`src/rtl/fetch_pkg.sv`:
```
// Shared fetch/decode types and instruction field slicers.
package fetch_pkg;

  localparam int unsigned XLEN       = 32;
  localparam int unsigned INST_BYTES = 4;

  typedef struct packed {
    logic [XLEN-1:0] pc;
    logic [XLEN-1:0] inst;
  } fetch_entry_t;

  function automatic logic [6:0] inst_opcode_f(input logic [XLEN-1:0] inst);
    return inst[6:0];
  endfunction

  function automatic logic [2:0] inst_funct3_f(input logic [XLEN-1:0] inst);
    return inst[14:12];
  endfunction

  function automatic logic [6:0] inst_funct7_f(input logic [XLEN-1:0] inst);
    return inst[31:25];
  endfunction

endpackage

```
`src/rtl/sync_fifo.sv`:
```
// Type-generic synchronous FIFO with a flush that overrides push/pop.
module sync_fifo #(
  parameter type         T     = logic [31:0],
  parameter int unsigned DEPTH = 2,
  localparam int unsigned CNT_W = $clog2(DEPTH + 1)
) (
  input  logic             clk,
  input  logic             rst_n,
  input  logic             push,
  input  T                 push_data,
  input  logic             pop,
  input  logic             flush,
  output logic             full,
  output logic             empty,
  output logic [CNT_W-1:0] count,
  output T                 head
);

  localparam int unsigned PTR_W = (DEPTH > 1) ? $clog2(DEPTH) : 1;

  T                 mem [DEPTH];
  logic [PTR_W-1:0] rd_ptr;
  logic [PTR_W-1:0] wr_ptr;
  logic [CNT_W-1:0] cnt;
  logic             do_push;
  logic             do_pop;

  function automatic logic [PTR_W-1:0] ptr_inc(input logic [PTR_W-1:0] p);
    return (p == PTR_W'(DEPTH - 1)) ? '0 : p + PTR_W'(1);
  endfunction

  assign full    = (cnt == CNT_W'(DEPTH));
  assign empty   = (cnt == '0);
  assign count   = cnt;
  assign head    = mem[rd_ptr];
  assign do_push = push & ~flush & (~full | pop);
  assign do_pop  = pop & ~flush & ~empty;

  always_ff @(posedge clk or negedge rst_n) begin
    if (!rst_n) begin
      rd_ptr <= '0;
      wr_ptr <= '0;
      cnt    <= '0;
    end else if (flush) begin
      rd_ptr <= '0;
      wr_ptr <= '0;
      cnt    <= '0;
    end else begin
      if (do_push) wr_ptr <= ptr_inc(wr_ptr);
      if (do_pop)  rd_ptr <= ptr_inc(rd_ptr);
      cnt <= cnt + CNT_W'(do_push) - CNT_W'(do_pop);
    end
  end

  // Storage needs no reset; occupancy is tracked by cnt.
  always_ff @(posedge clk) begin
    if (do_push) mem[wr_ptr] <= push_data;
  end

endmodule

```
`src/rtl/fetch_unit.sv`:
```
// Instruction fetch: PC ownership, credited imem requests, response FIFO, redirect flush.
module fetch_unit
  import fetch_pkg::*;
#(
  parameter logic [31:0] RESET_PC = 32'h0000_0000,
  parameter int unsigned DEPTH    = 2
) (
  input  logic        clk,
  input  logic        rst_n,
  output logic        imem_req_valid,
  input  logic        imem_req_ready,
  output logic [31:0] imem_req_addr,
  input  logic        imem_rsp_valid,
  input  logic [31:0] imem_rsp_data,
  input  logic        redirect_valid,
  input  logic [31:0] redirect_pc,
  output logic        inst_valid,
  input  logic        inst_ready,
  output logic [31:0] inst,
  output logic [31:0] inst_pc,
  output logic [6:0]  opcode,
  output logic [2:0]  funct3,
  output logic [6:0]  funct7
);

  localparam int unsigned CNT_W      = $clog2(DEPTH + 1);
  localparam int unsigned SUM_W      = CNT_W + 1;
  localparam logic [31:0] PC_STEP    = 32'(INST_BYTES);
  localparam logic [31:0] ALIGN_MASK = ~(PC_STEP - 32'd1);

  logic [31:0]      pc;
  logic [31:0]      pc_next;
  logic [31:0]      rsp_pc;
  logic [31:0]      rsp_pc_next;
  logic [31:0]      redirect_base;
  logic [CNT_W-1:0] outstanding;
  logic [CNT_W-1:0] outstanding_next;
  logic [CNT_W-1:0] discard;
  logic [CNT_W-1:0] discard_next;
  logic [CNT_W-1:0] fifo_count;
  logic [SUM_W-1:0] credit_used;
  logic             fifo_full;
  logic             fifo_empty;
  logic             pop;
  logic             issue;
  logic             rsp_fire;
  logic             push;
  fetch_entry_t     push_entry;
  fetch_entry_t     head;

  // Request side: a credit is held from issue until the entry leaves the FIFO.
  assign pop            = inst_valid & inst_ready;
  assign credit_used    = SUM_W'(outstanding) + SUM_W'(fifo_count) - SUM_W'(pop);
  assign imem_req_valid = ~redirect_valid & (credit_used < SUM_W'(DEPTH));
  assign imem_req_addr  = pc;
  assign issue          = imem_req_valid & imem_req_ready;
  assign redirect_base  = redirect_pc & ALIGN_MASK;

  // Response side; a response with nothing outstanding is ignored.
  assign rsp_fire   = imem_rsp_valid & (outstanding != '0);
  assign push       = rsp_fire & (discard == '0) & ~redirect_valid & (~fifo_full | pop);
  assign push_entry = '{pc: rsp_pc, inst: imem_rsp_data};

  always_comb begin
    pc_next          = pc;
    rsp_pc_next      = rsp_pc;
    outstanding_next = outstanding + CNT_W'(issue) - CNT_W'(rsp_fire);
    discard_next     = discard;
    if (redirect_valid) begin
      // Everything still in flight after this edge belongs to the old stream.
      pc_next      = redirect_base;
      rsp_pc_next  = redirect_base;
      discard_next = outstanding - CNT_W'(rsp_fire);
    end else begin
      if (issue)                       pc_next      = pc + PC_STEP;
      if (push)                        rsp_pc_next  = rsp_pc + PC_STEP;
      if (rsp_fire && discard != '0)   discard_next = discard - CNT_W'(1);
    end
  end

  always_ff @(posedge clk or negedge rst_n) begin
    if (!rst_n) begin
      pc          <= RESET_PC & ALIGN_MASK;
      rsp_pc      <= RESET_PC & ALIGN_MASK;
      outstanding <= '0;
      discard     <= '0;
    end else begin
      pc          <= pc_next;
      rsp_pc      <= rsp_pc_next;
      outstanding <= outstanding_next;
      discard     <= discard_next;
    end
  end

  sync_fifo #(
    .T     (fetch_entry_t),
    .DEPTH (DEPTH)
  ) u_fifo (
    .clk       (clk),
    .rst_n     (rst_n),
    .push      (push),
    .push_data (push_entry),
    .pop       (pop),
    .flush     (redirect_valid),
    .full      (fifo_full),
    .empty     (fifo_empty),
    .count     (fifo_count),
    .head      (head)
  );

  assign inst_valid = ~fifo_empty;
  assign inst       = head.inst;
  assign inst_pc    = head.pc;
  assign opcode     = inst_opcode_f(head.inst);
  assign funct3     = inst_funct3_f(head.inst);
  assign funct7     = inst_funct7_f(head.inst);

  a_rsp_has_request: assert property (@(posedge clk) disable iff (!rst_n)
    imem_rsp_valid |-> (outstanding != '0));

endmodule
```
`config.mk`:
```
export PLATFORM = sky130hd
export DESIGN_NAME = fetch_unit
export DESIGN_NICKNAME = d
export VERILOG_FILES = /design/src/rtl/fetch_pkg.sv /design/src/rtl/sync_fifo.sv /design/src/rtl/fetch_unit.sv
export SDC_FILE = /design/constraint.sdc
export NUM_CORES = 1
export LEC_CHECK = 0
export CORE_MARGIN = 4
export CORE_UTILIZATION = 57
export CTS_BUF_LIST = sky130_fd_sc_hd__clkbuf_2 sky130_fd_sc_hd__clkbuf_4 sky130_fd_sc_hd__clkbuf_8
export DETAILED_ROUTE_END_ITERATION = 8
export PLACE_DENSITY = 0.87
export SLEW_MARGIN = 20
export SYNTH_ARGS = -nofsm -noshare
export SYNTH_HDL_FRONTEND = slang
export SYNTH_SLANG_ARGS = --single-unit
```
`constraint.sdc`:
```
create_clock -name clk -period 17.3 [get_ports clk]
set_clock_uncertainty 0.2 [all_clocks]
set_input_delay 3.46 -clock clk [delete_from_list [all_inputs] [get_ports clk]]
set_output_delay 3.46 -clock clk [all_outputs]
set_load 0.01 [all_outputs]
```
Run 1, gate families picked out:
Scale: 3 px per um.
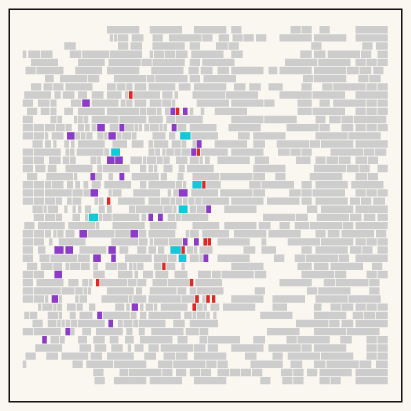
[purple] aoi and oai cells | cells: 36
[cyan] non-inverting ao/oa cells | cells: 7 | where: centre
[red] inv cells | cells: 15
most common cell after layout, fill and taps aside: clkdlybuf4s50_1
proportion of cell area occupied by multi-input gates: 26.2%

Run 1, nets reached from selected ports:
Scale: 4 px per um.
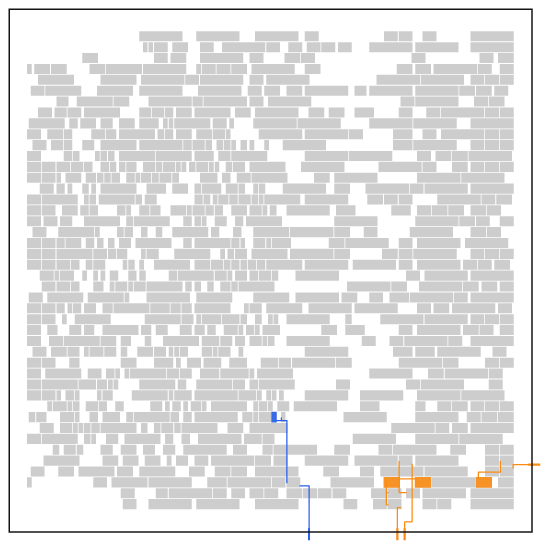
[blue] inst_valid | bits: 1 | direction: output | edge: bottom | end cells: 1 | buffers: 1 | wire: 32.4 um
[orange] funct3 | bits: 3 | direction: output | edge: 2 bottom, 1 right | end cells: 3 | buffers: 3 | wire: 61.3 um
buffers added on ports: 178
Ports: 185

==> impl_table.tex, run 1 <==
% Yosys + OpenROAD metrics
\begin{tabular}{lr}
\hline
Metric & Value \\
\hline
\multicolumn{2}{l}{\textbf{Synthesis}} \\
Ys flop type & edfxtp\_1 \\
XOR-XNOR Cells, Area Fraction & 5.54\% \\
Warning count from the yosys run & 0 \\
Yosys cell count & 621 \\
Post-synth seq share & 63.6\% \\
Cell variety after synth & a little under 50 \\
Adder Share, Synth & $\sim$1.7\% \\
Cell Area, Synth & about 8500 sq um \\
Count of mapped cells out of synthesis & 621 \\
Mean Syn Cell Area & 13.7 sq um \\
Post-synth area from yosys stat & 8530 sq um \\
And+or+nand+nor area frac & 10.7\% \\
Area fraction in mux cells & between 10 and 15\% \\
Compound-gate portion of the synthesized area & 3.34\% \\
Comb area leader & multiplexers \\
Ys flops & 192 \\
Fraction of registers with async set or reset after synthesis & 35.4\% \\
EDFF count, synth & 124 \\
\multicolumn{2}{l}{\textbf{Clocking}} \\
Number of gates given a new drive strength after cts & 0 \\
Clk Tree Root Cell & clkbuf\_8 \\
Sink Count & approximately 190 \\
Clock tree buffer depth & 2 \\
Post-CTS repair timing setup buffer count & 0 \\
Num CTS Buffers & 17 \\
Hold buffer count at cts & 0 \\
TritonCTS clock tree & done \\
Htree depth & 4 \\
Clock slew at reported path FFs & approximately 0.09 ns \\
\multicolumn{2}{l}{\textbf{Die}} \\
Count of inserted tapcells & 184 \\
Chip width & roughly 130 um \\
Site row count & 44 \\
Height of the chip & 130 um \\
Placeable Area & about 15000 sq um \\
Starting utilization of the core area & 58.5\% \\
Die area & 17000 sq um \\
\multicolumn{2}{l}{\textbf{Run}} \\
MaxCap Viol Count & 0 \\
Number of warning messages in the logs & 28 \\
\multicolumn{2}{l}{\textbf{Setup path}} \\
Worst setup path endpoint & imem\_req\_valid \\
R2R Path End & imem\_req\_addr[28] \\
Endpoint type of the worst setup path & output port \\
Data arrival, critical path & 6.13 ns \\
Number of gates on the worst path with buffers counted & 9 \\
CP top delay family & buffers and inverters \\
Most used cell along the critical path & clkdlybuf4s50\_1 \\
Start of the worst register-to-register path & u\_fifo.count[1] \\
Critical-path cell with the highest stage delay & xnor2\_1 \\
Crit path required time & 13.64 ns \\
Launch point of the worst path & inst\_ready \\
CP Launch Type & input port \\
Cells on worst reg2reg path & 12 \\
Maximum fanout along the worst path & 8 \\
Worst path bufs/invs & 3 \\
List of cells traversed by the critical path & clkdlybuf4s50\_1 > nand2\_1 > inv\_1 > ha\_1 > nand2b\_1 > fa\_1 > xnor2\_1 > nor3b\_1 > clkdlybuf4s50\_1 \\
Longest individual stage delay on the worst path & slightly below 0.6 ns \\
Crit Path Class & in2out \\
R2R setup slack & approximately 13 ns \\
\multicolumn{2}{l}{\textbf{Place}} \\
DP Worst Slack & 7.51 ns \\
Global placer's final weighted congestion & slightly above 0.9 \\
HPWL after detailed placement & between 10000 and 15000 um \\
Cell Area, Placed & slightly above 10000 sq um \\
Post-Place Cells & roughly 950 \\
\multicolumn{2}{l}{\textbf{GRT}} \\
Aggregate global-route resource usage & a little under a quarter \\
M2 GR Usage & between 30\% and 40\% \\
Overflow left after global routing & 0 \\
Global-route wire length before repair & 30100 um \\
Met1 GRT Util & 30.7\% \\
Maximum number of pins on one net before global-route repair & 69 \\
Layer with the highest usage after global routing & met2 \\
Met3 usage in global routing & $\sim$4.8\% \\
Number of antenna violations at the first check in global routing & 0 \\
Vias in the first global route & around 5900 \\
\multicolumn{2}{l}{\textbf{Layout}} \\
Post-Route Utilization & between 70\% and 80\% \\
Biggest cell category by area in the final layout & flip-flops and latches \\
Sequential cell area share & 50.2\% \\
Most numerous logic cells after layout & clkdlybuf4s50\_1 (177), edfxtp\_1 (124), mux2\_2 (88), dfrtp\_1 (67), nand2\_1 (51) \\
Ratio of cells with drive above 1 in the final layout & between 10\% and 20\% \\
Area used by sequential logic in the layout & 5430 sq um \\
Non-filler cells in the finished layout & 981 \\
Clock buffer count & 22 \\
Seq cells & 192 \\
Non-clock buffer share of cell area & about 17\% \\
Antenna Cells & 0 \\
Signal inverters & 15 \\
\#MultiIn Comb & about 380 \\
\# fillers & 928 \\
Combinational gate area & around 2800 sq um \\
Final clock-cell share & 4.17\% \\
Net total in the final layout & 865 \\
Area growth, synth to finish & 26.6\% \\
Non-clk bufs & roughly 180 \\
Finished layout cell area & approximately 11000 sq um \\
\multicolumn{2}{l}{\textbf{Power and ir drop}} \\
Combinational group power & approximately 340 uW \\
Total power density per cell area & 115 nW/um\^{}2 \\
Leakage power total & 0.00386 uW \\
Design internal power & 892 uW \\
Logic gate share of total power & between 20 and 30\% \\
Switching part of the total power & 28.1\% \\
Worst supply voltage drop on vdd & 0.0697 mV \\
Final Power & 1240 uW \\
Highest-power group & sequential cells \\
Reported sequential group power & roughly 580 uW \\
Seq pwr share & 46.8\% \\
Switching component of the power & approximately 350 uW \\
\multicolumn{2}{l}{\textbf{Routing}} \\
Routed WL & 19100 um \\
WL met3 & 1640 um \\
Routed wirelength normalized by instance count & 19.5 um \\
WL met1 & around 7900 um \\
Met2 wirelength from detailed routing & 9350 um \\
Pre-antenna DRT Iters & 6 \\
Vias post-DR & between 5000 and 6000 \\
Highest metal layer used by the detailed router & met4 \\
Post-detailed-route DRC marker count & 0 \\
Routed vias/inst & 5.86 \\
Count of routing violations after the opening detailed-route iteration & approximately 460 \\
Tally of nets with antenna violations remaining after routing & 0 \\
\multicolumn{2}{l}{\textbf{Final timing}} \\
Final setup violation count & 0 \\
Final-layout setup total negative slack & 0 ns \\
Slew HR & 22.5\% \\
Fmax & 102 MHz \\
WHS & 0.326 ns \\
Worst-case setup margin in the final layout & 7.51 ns \\
RSZ-0062 raised after global routing & false \\
Tmin final & 9.79 ns \\
Final hold violations & 0 \\
Number of slew-limit violations in the final report & 0 \\
Worst-margin pin slew & 1.15 ns \\
Ratio of final minimum period to clock period & around 57\% \\
\multicolumn{2}{l}{\textbf{Hold path}} \\
Endpoint, Worst Hold & u\_fifo.mem[1][45] \\
Hold path depth & 0 \\
Class of the tightest hold or removal check & reg2reg \\
Hold path startpoint & rsp\_pc[13] \\
\multicolumn{2}{l}{\textbf{Outcome}} \\
Result of the run & complete, no violations \\
\hline
\end{tabular}
Run 1, clock distribution:
Scale: 4 px per um.
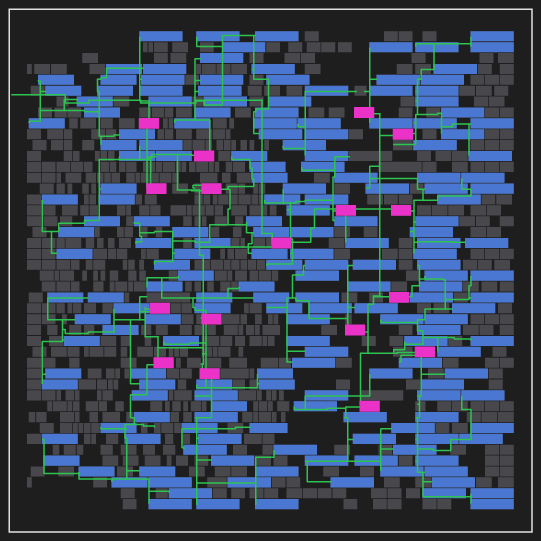
[blue] flip-flops | count: 192
[magenta] clock drivers | count: 17
[green] clock wires | length: 1910 um
routed clock nets: 18
flops lie: all over the die
Insertion Delay late pin: 0.44 ns
power attributed to the clock group: 319 uW
clock group share of total power: 25.7%

[run 1: sequential cells by signal, indices dropped and copies added (netlist names)]
register,cells
u_fifo.rd_ptr,1
u_fifo.mem,124
outstanding,2
u_fifo.count,2
u_fifo.wr_ptr,1
imem_req_addr,30
discard,2
rsp_pc,30
[run 1: Yosys cell counts (all sizes together) (9+ instances only)]
master	number	area, sq um
buf	24	174
clkbuf	18	67.6
dfrtp	68	1700
edfxtp	124	3720
ha	10	125
inv	15	56.3
mux2	88	991
nand2	51	191
nand3	28	140
nand4	20	131
nor2	17	63.8
nor3	10	50.1
nor4	19	125
o211ai	9	67.6
o21ai	15	75.1
xnor2	34	298
xor2	20	175
==> inputs of run 2 (changes only) <==
Settings changed: CORE_UTILIZATION 57 to 53, PLACE_DENSITY 0.87 to 0.82.
Clock period 17.3 ns to 9.86 ns, I/O delays scaled along.
Run 2, clock distribution:
Scale: 4 px per um.
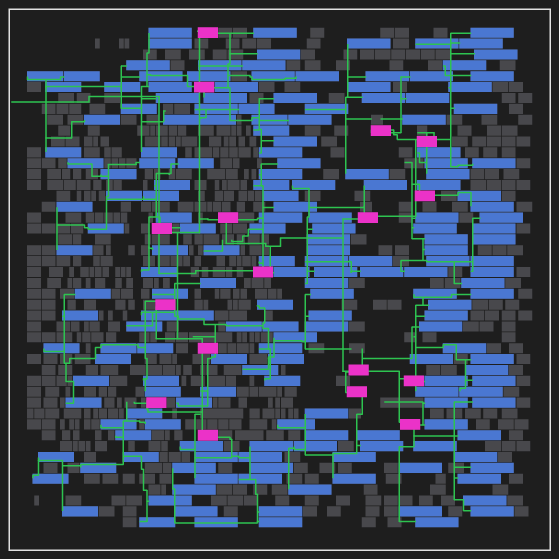
[blue] flip-flops | count: 192
[green] clock wires | length: 2020 um
[magenta] clock drivers | count: 17
routed clock nets: 18
power attributed to the clock group: 547 uW
clock group share of total power: 25.2%

==> impl_table.tex, run 2 <==
% Yosys + OpenROAD metrics
\begin{tabular}{lr}
\hline
Metric & Value \\
\hline
\multicolumn{2}{l}{\textbf{Outcome}} \\
Result of the run & complete, no violations \\
\multicolumn{2}{l}{\textbf{Die}} \\
Height of the chip & 135 um \\
Count of inserted tapcells & 216 \\
Die area & 18200 sq um \\
Chip width & roughly 130 um \\
Site row count & 46 \\
Ports & around 190 \\
Starting utilization of the core area & $\sim$54\% \\
\multicolumn{2}{l}{\textbf{Final timing}} \\
WHS & 0.334 ns \\
Tmin final & 6.83 ns \\
Worst-case setup margin in the final layout & 3.03 ns \\
Final setup violation count & 0 \\
Final-layout setup total negative slack & 0 ns \\
Number of slew-limit violations in the final report & 0 \\
Fmax & 146 MHz \\
Final hold violations & 0 \\
Slew HR & 30.6\% \\
\multicolumn{2}{l}{\textbf{Layout}} \\
Most common cell after layout, fill and taps aside & clkdlybuf4s50\_1 \\
Non-clk bufs & between 150 and 200 \\
Biggest cell category by area in the final layout & flip-flops and latches \\
Ratio of cells with drive above 1 in the final layout & 17.3\% \\
Final clock-cell share & 3.97\% \\
Flip-flop count of the largest register, all copies and words added & 124 \\
\#MultiIn Comb & 375 \\
Area growth, synth to finish & 27.0\% \\
Seq cells & 192 \\
Non-filler cells in the finished layout & 1014 \\
Biggest register & u\_fifo.mem \\
Proportion of cell area occupied by multi-input gates & 26.1\% \\
Finished layout cell area & 10800 sq um \\
Net total in the final layout & 866 \\
Non-clock buffer share of cell area & between 15 and 20\% \\
\multicolumn{2}{l}{\textbf{Synthesis}} \\
Area fraction of the dominant cell type after synthesis & 43.6\% \\
Adder Share, Synth & 1.70\% \\
Post-synth seq share & between 60\% and 70\% \\
Area fraction in mux cells & 11.6\% \\
Main area contributors after synthesis & edfxtp\_1 (44\%), dfrtp\_1 (20\%), mux2\_2 (12\%) \\
Comb area leader & multiplexers \\
And+or+nand+nor area frac & 10.7\% \\
Count of mapped cells out of synthesis & 621 \\
EDFF count, synth & 124 \\
Post-synth area from yosys stat & 8530 sq um \\
Yosys cell count & 621 \\
Cell Area, Synth & 8530 sq um \\
Synth top cell by count & edfxtp\_1 \\
Ys flop type & edfxtp\_1 \\
Cell variety after synth & 49 \\
\multicolumn{2}{l}{\textbf{Power and ir drop}} \\
Logic gate share of total power & 27.6\% \\
Highest-power group & sequential cells \\
Switching component of the power & 639 uW \\
Final Power & 2170 uW \\
Switching part of the total power & 29.4\% \\
Seq pwr share & 47.2\% \\
Leakage power total & 0.00386 uW \\
\multicolumn{2}{l}{\textbf{GRT}} \\
Layer with the highest usage after global routing & met2 \\
Global-route wire length before repair & 30300 um \\
Met1 GRT Util & 27.5\% \\
Overflow left after global routing & 0 \\
Met3 usage in global routing & 4.21\% \\
Aggregate global-route resource usage & 21.2\% \\
Number of antenna violations at the first check in global routing & 0 \\
M2 GR Usage & 35.2\% \\
\multicolumn{2}{l}{\textbf{Setup path}} \\
Number of gates on the worst path with buffers counted & 9 \\
Longest individual stage delay on the worst path & 0.62 ns \\
R2R setup slack & 6.11 ns \\
Endpoint type of the worst setup path & output port \\
CP Launch Type & input port \\
Worst setup path endpoint & imem\_req\_valid \\
Crit Path Class & in2out \\
Crit path required time & 7.69 ns \\
Worst path bufs/invs & 3 \\
\multicolumn{2}{l}{\textbf{Routing}} \\
Routed vias/inst & 5.59 \\
Vias post-DR & 5671 \\
Routed wirelength normalized by instance count & 18.7 um \\
Count of routing violations after the opening detailed-route iteration & 307 \\
Tally of nets with antenna violations remaining after routing & 0 \\
Routed WL & roughly 19000 um \\
Pre-antenna DRT Iters & 5 \\
Post-detailed-route DRC marker count & 0 \\
\multicolumn{2}{l}{\textbf{Clocking}} \\
Sink Count & 192 \\
TritonCTS clock tree & done \\
Num CTS Buffers & 17 \\
Post-CTS repair timing setup buffer count & 0 \\
\multicolumn{2}{l}{\textbf{Place}} \\
Global placer's final weighted congestion & 0.924 \\
\hline
\end{tabular}
[run 2: per-layer routing]
metal | vias to the layer above | wire length (um)
li1 | 2590 | -
met1 | 2793 | 7910
met2 | 257 | 9250
met3 | 31 | 1350
met4 | 0 | 405
met5 | - | 0
[run 2: worst min-delay path by stage]
stage | startpoint | endpoint | slack (ns) | cells after the start
2_1_floorplan | rsp_pc[31] | u_fifo.mem[0][63] | 0.26 | 0
3_3_place_gp | rsp_pc[31] | u_fifo.mem[0][63] | 0.28 | 0
3_5_place_dp | rsp_pc[31] | u_fifo.mem[0][63] | 0.30 | 0
4_1_cts | rsp_pc[25] | u_fifo.mem[0][57] | 0.33 | 0
5_1_grt | rsp_pc[25] | u_fifo.mem[1][57] | 0.35 | 0
6_report | rsp_pc[25] | u_fifo.mem[0][57] | 0.33 | 0
Power and IR drop assume default switching activity.
